==> run_1/zoom.png <==
The bar under the picture is 10 um long. Region (36, 36) to (61, 61) um. Cells in grey, sequential cells in the stronger grey; small squares are vias.
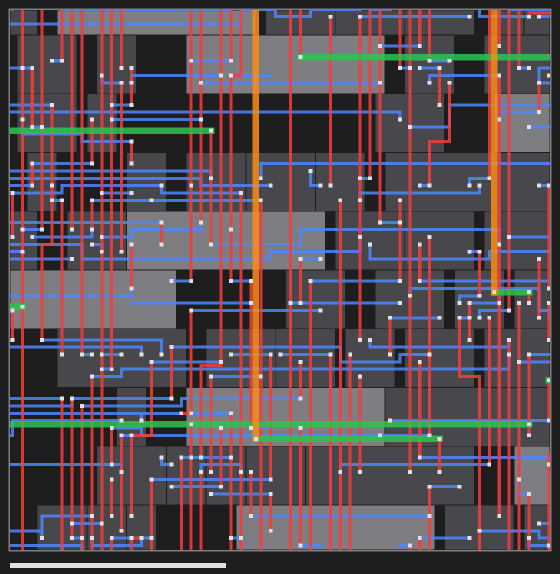
==> run_1/final_congestion.png <==
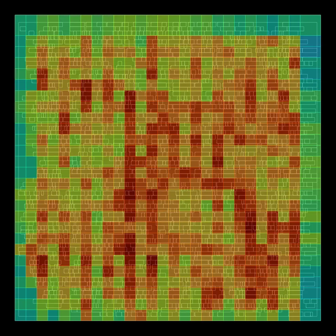
==> run_1/port_nets.png <==
The bar under the picture is 50 um long.
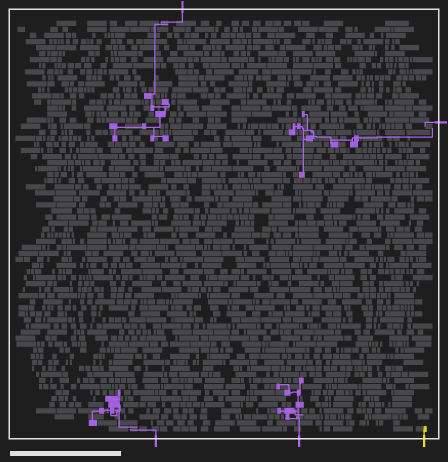
Design clk_div_bank, sky130hd; sources not shown.
==> impl_metrics.toml, run 1 <==
# generated from flow reports
[detailed_routing]
drc_errors = 0
drt_iter0_markers = 1187

[yosys]
ys_types = 74
yosysCellCount = 1984
ys_seq_share_pct = 49.2
top_cells_by_area = "dfrtp_1 46%, mux2_2 7.0%, xnor2_1 5.9%"
top_area_share_pct = 46.2
syn_area_mm2 = 0.0213
top_area_cell = "dfrtp_1"

[placed_design]
dpl.hpwl_um = 40300
dpl_cell_area_mm2 = 0.0236

[setup_path]
path_depth = 10
critPathMostFrequentCell = "buf_6"
crit_family = "buffers and inverters"
startpoint_type = "register"
crit_path_end_kind = "register"
critPathArrivalTime_ns = 2.77
cp_max_fo = 6
reg2reg_depth = 10
worstPathRequired_ns = 2.77
cpPeakStageDelay_ns = 0.42
cp_slowest_cell = "dfrtp_1"

[final_layout]
nFillCells = 2414
n_antenna_cell = 0
nets = 2223
drive_above_1_share_pct = 23.3
regArea_mm2 = 0.0105
syn_to_final_growth_pct = 19.4

[grt]
grt_start_max_net_pins = 100
grt_pass1_wl_um = 90800

[clock_tree]
clockBufferDepth = 3
cts.sinks = 417
clkTransAtPathRegs_ns = 0.07
cts_buffers = 45

[power]
total_power_mw = 20.0

[sta]
finalHoldViolations = 0
setup_viol = 1
fmax_ghz = 0.416
worst_slew_pin_slew_ns = 0.729
slew_headroom_pct = 51.1
finalMaxSlewViolations = 0
finalWorstSetupSlack_ns = -0.00468
finalCritPeriodShare_pct = 100

[run]
warnings = 27

[status]
status = "finished, violations left"
violations = "negative setup slack"

[floorplanning]
dieHeight_um = 192
fp_util_pct = 61.3
## Picture notes: zoom.png
- red: met2
- green: met3
- blue: met1
- orange: met4
- cells with their middle in the window: 45
- most frequent: xnor2_1 (11), nand4_1 (6), buf_4 (6)
- sequential cells in the window: 5

## Picture notes: final_congestion.png
gr usage total: 32.1%
met1 Use GR: 45.3%
routed wire length per instance: 21.8 um
met3 global-route usage: 5.04%

## Picture notes: port_nets.png
- purple: en (bits 4; direction input; edge 2 bottom, 1 top, 1 right; end cells 36; wire 384 um)
- yellow: wr_err (bits 1; direction output; edge bottom; end cells 1; wire 4.50 um)
# port buffers: 54
# IOs: 56

## run 1: layout by cell type (no fill, tap or decap), types with 18 or more instances in the layout
cell / Yosys / layout
a21oi_1: 82 / 81
and3_1: 31 / 31
buf_12: 2 / 25
buf_4: 7 / 181
clkbuf_16: 0 / 49
clkdlybuf4s50_1: 0 / 52
dfrtp_1: 393 / 390
dfstp_2: 24 / 24
inv_1: 18 / 18
mux2_2: 133 / 133
mux2i_1: 122 / 121
nand2_1: 171 / 170
nand3_1: 91 / 91
nand3b_1: 72 / 72
nand4_1: 69 / 69
nor2_1: 113 / 113
o21ai_0: 54 / 52
o21ai_1: 65 / 67
o2bb2ai_1: 19 / 19
xnor2_1: 144 / 140
xor2_1: 31 / 31
## run 1: kinds of logic (layout without fill, tap and decap cells)
family                     after synthesis  count (layout)  synth area share [%]
and+or+nand+nor                        657             657                  16.9
DFF                                    417             417                  49.2
AOI/OAI and AO/OA                      334             334                  10.4
muxes                                  255             255                  12.8
xor gates and xnor gates               175             175                  7.20
buffers and inverters                  141             371                  3.33
adders and majority gates                4               4                 0.235
other                                    1               1                0.0176
## run 1: area by class of cell
class / count / share of cell area (%)
tap: 455 / 2.24
multi-input combinational: 1426 / 40.1
inverter: 18 / 0.266
sequential: 417 / 41.2
clock inverter: 18 / 0.896
timing repair buffer: 269 / 9.96
clock buffer: 66 / 5.34
## run 1: report_power, final
part	internal, mW	switching (mW)	total, mW
clock network	4.47	2.98	7.44
registers	8.23	1.06	9.29
logic	1.78	1.51	3.29
total	14.5	5.54	20.0
## run 1: per-stage QoR
stage,setup TNS (ns),setup slack (ns),hold WS [ns],std cells
after floorplan,0,0.253,0.0844,1984
after global placement,-30.48,-0.205,0.233,2573
after detailed placement,-39.48,-0.259,0.236,2573
after CTS,0,0.000859,0.210,2658
after global routing,-0.816,-0.0597,0.220,2669
final,-0.00468,-0.00468,0.220,2669
## run 1: repair_timing
action                                  4_1_cts  5_1_grt
hold buffers                                  1        0
endpoints found under the setup margin        8      176
setup buffers                                 0        8
endpoints found under the hold margin       124        0
resized                                       1       21
cloned                                        0        3
pin swaps                                     1       13
## run 1: routing by layer
layer | vias up | GRT usage, % | routed length, um
met4 | 0 | 14.4 | 2820
li1 | 7561 | - | -
met1 | 8240 | 45.3 | 25400
met3 | 124 | 5.04 | 3380
met5 | - | 0 | 0
met2 | 529 | 49.1 | 26500
==> run 2: changes to the inputs <==
--- a/config.mk
+++ b/config.mk
@@ -6,7 +6,6 @@
 export NUM_CORES = 1
 export LEC_CHECK = 0
 export ABC_CLOCK_PERIOD_IN_PS = 2400
-export CAP_MARGIN = 15
 export CORE_MARGIN = 2
 export CORE_UTILIZATION = 60
 export DETAILED_ROUTE_END_ITERATION = 7
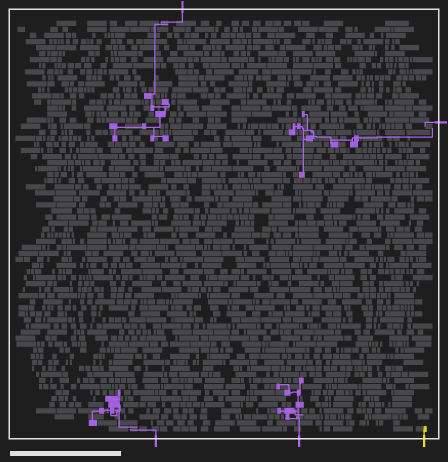
(run_2/port_nets.png)
The bar under the picture is 50 um long.
- purple: en (bits 4; direction input; edge 2 bottom, 1 top, 1 right; end cells 36; wire 384 um)
- yellow: wr_err (bits 1; direction output; edge bottom; end cells 1; wire 4.50 um)

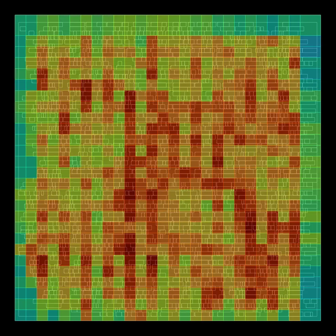
(run_2/final_congestion.png)
met2 Resource Use GR: 49.1%
fin util: 73.2%

==> impl_metrics.toml, run 2 <==
# generated from flow reports
[floorplanning]
io_pins = 56

[grt]
grt_pass1_wl_um = 90800
grtUsageTotal_pct = 32.1

[setup_path]
worstPathRequired_ns = 2.77
critPathArrivalTime_ns = 2.77
startpoint_type = "register"
cp_max_fo = 6
crit_path_end_kind = "register"

[final_layout]
nFillCells = 2414
drive_above_1_share_pct = 23.3
n_antenna_cell = 0
mostFrequentLayoutCell = "dfrtp_1"
most-common-layout-cells = "390 x dfrtp_1, 181 x buf_4, 170 x nand2_1, 140 x xnor2_1, 133 x mux2_2"
syn_to_final_growth_pct = 19.4
nets = 2223

[placed_design]
dpl.hpwl_um = 40300
dpl_cell_area_mm2 = 0.0236
io_buffers = 54

[yosys]
top_cells_by_area = "dfrtp_1 46%, mux2_2 7.0%, xnor2_1 5.9%"
top_area_share_pct = 46.2
synth.logic.top_family = "simple AND/OR/NAND/NOR gates"
yosys.area_share.aoi_pct = 10.4
simple_gate_area_share_pct = 16.9
ys_seq_share_pct = 49.2
yosysCellCount = 1984
ys_types = 74
muxShareOfSynthArea_pct = 12.8

[status]
status = "finished, violations left"
violations = "negative setup slack"

[clock_tree]
cts_buffers = 45
clkTransAtPathRegs_ns = 0.07
cts.sinks = 417
clockBufferDepth = 3

[sta]
finalWorstSetupSlack_ns = -0.00468
setup_viol = 1
fin_hold_ws_ns = 0.220
finalMaxSlewViolations = 0
finalCritPeriodShare_pct = 100
worst_slew_pin_slew_ns = 0.729

[power]
total_power_mw = 20.0

[run]
warnings = 27

[detailed_routing]
drc_errors = 0
drt_iter0_markers = 1187
wl_per_cell_um = 21.8
run 2: cell counts in the layout (fill, tap and decap cells not counted):
Identical to the previous run, type by type.
run 2: power by group:
group / leakage, nW / total (mW) / internal [mW] / switching, mW
Combinational: 5.02 / 3.29 / 1.78 / 1.51
Sequential: 5.20 / 9.29 / 8.23 / 1.06
Clock: 0.783 / 7.44 / 4.47 / 2.98
Total: 11.0 / 20.0 / 14.5 / 5.54
run 2: area by class of cell:
cell class	count	area [um^2]	share of cell area (%)
Multi-Input combinational cell	1426	10200	40.1
Inverter	18	67.6	0.266
Sequential cell	417	10500	41.2
Timing Repair Buffer	269	2530	9.96
Clock buffer	66	1360	5.34
Tap cell	455	569	2.24
Clock inverter	18	228	0.896
run 2: metrics by stage:
stage | setup slack, ns | TNS [ns] | instances | util (%)
floorplan | 0.253 | 0 | 1984 | -
global placement | -0.205 | -30.48 | 2573 | 68.1
detailed placement | -0.259 | -39.48 | 2573 | 68.1
CTS | 0.000859 | 0 | 2658 | 72.6
global route | -0.0597 | -0.816 | 2669 | 73.2
finish | -0.00468 | -0.00468 | 2669 | 73.2
run 2: worst max-delay path, stage by stage (launching register included):
cell and delay (ns):
dfrtp_1 0.42, buf_6 0.15, xnor2_2 0.12, nand4_1 0.13, nor4_2 0.36, buf_4 0.18
nand4b_1 0.16, buf_6 0.21, buf_12 0.14, mux2i_2 0.21, o21ai_1 0.08
run 2: cells by family after synthesis:
| group | Yosys count |
|---|---|
| other | 1 |
| buffers and inverters | 141 |
| and+or+nand+nor | 657 |
| adders and majority gates | 4 |
| AOI/OAI and AO/OA | 334 |
| xor gates and xnor gates | 175 |
| muxes | 255 |
| DFF | 417 |
run 2: metal layers:
metal / up-vias / track usage [%] / part of all wire, %
met5: - / 0 / 0
met4: 0 / 14.4 / 4.9
met3: 124 / 5.04 / 5.8
met2: 529 / 49.1 / 46
met1: 8240 / 45.3 / 44
li1: 7561 / - / -
run 2: what timing repair did:
item,4_1_cts,5_1_grt
endpoints found under the hold margin,124,0
hold buffers,1,0
cloned,0,3
gates resized,1,21
pin swaps,1,13
setup endpoints to repair,8,176
setup buffers,0,8
No activity file was given, so power comes from the tool's default toggle rates.
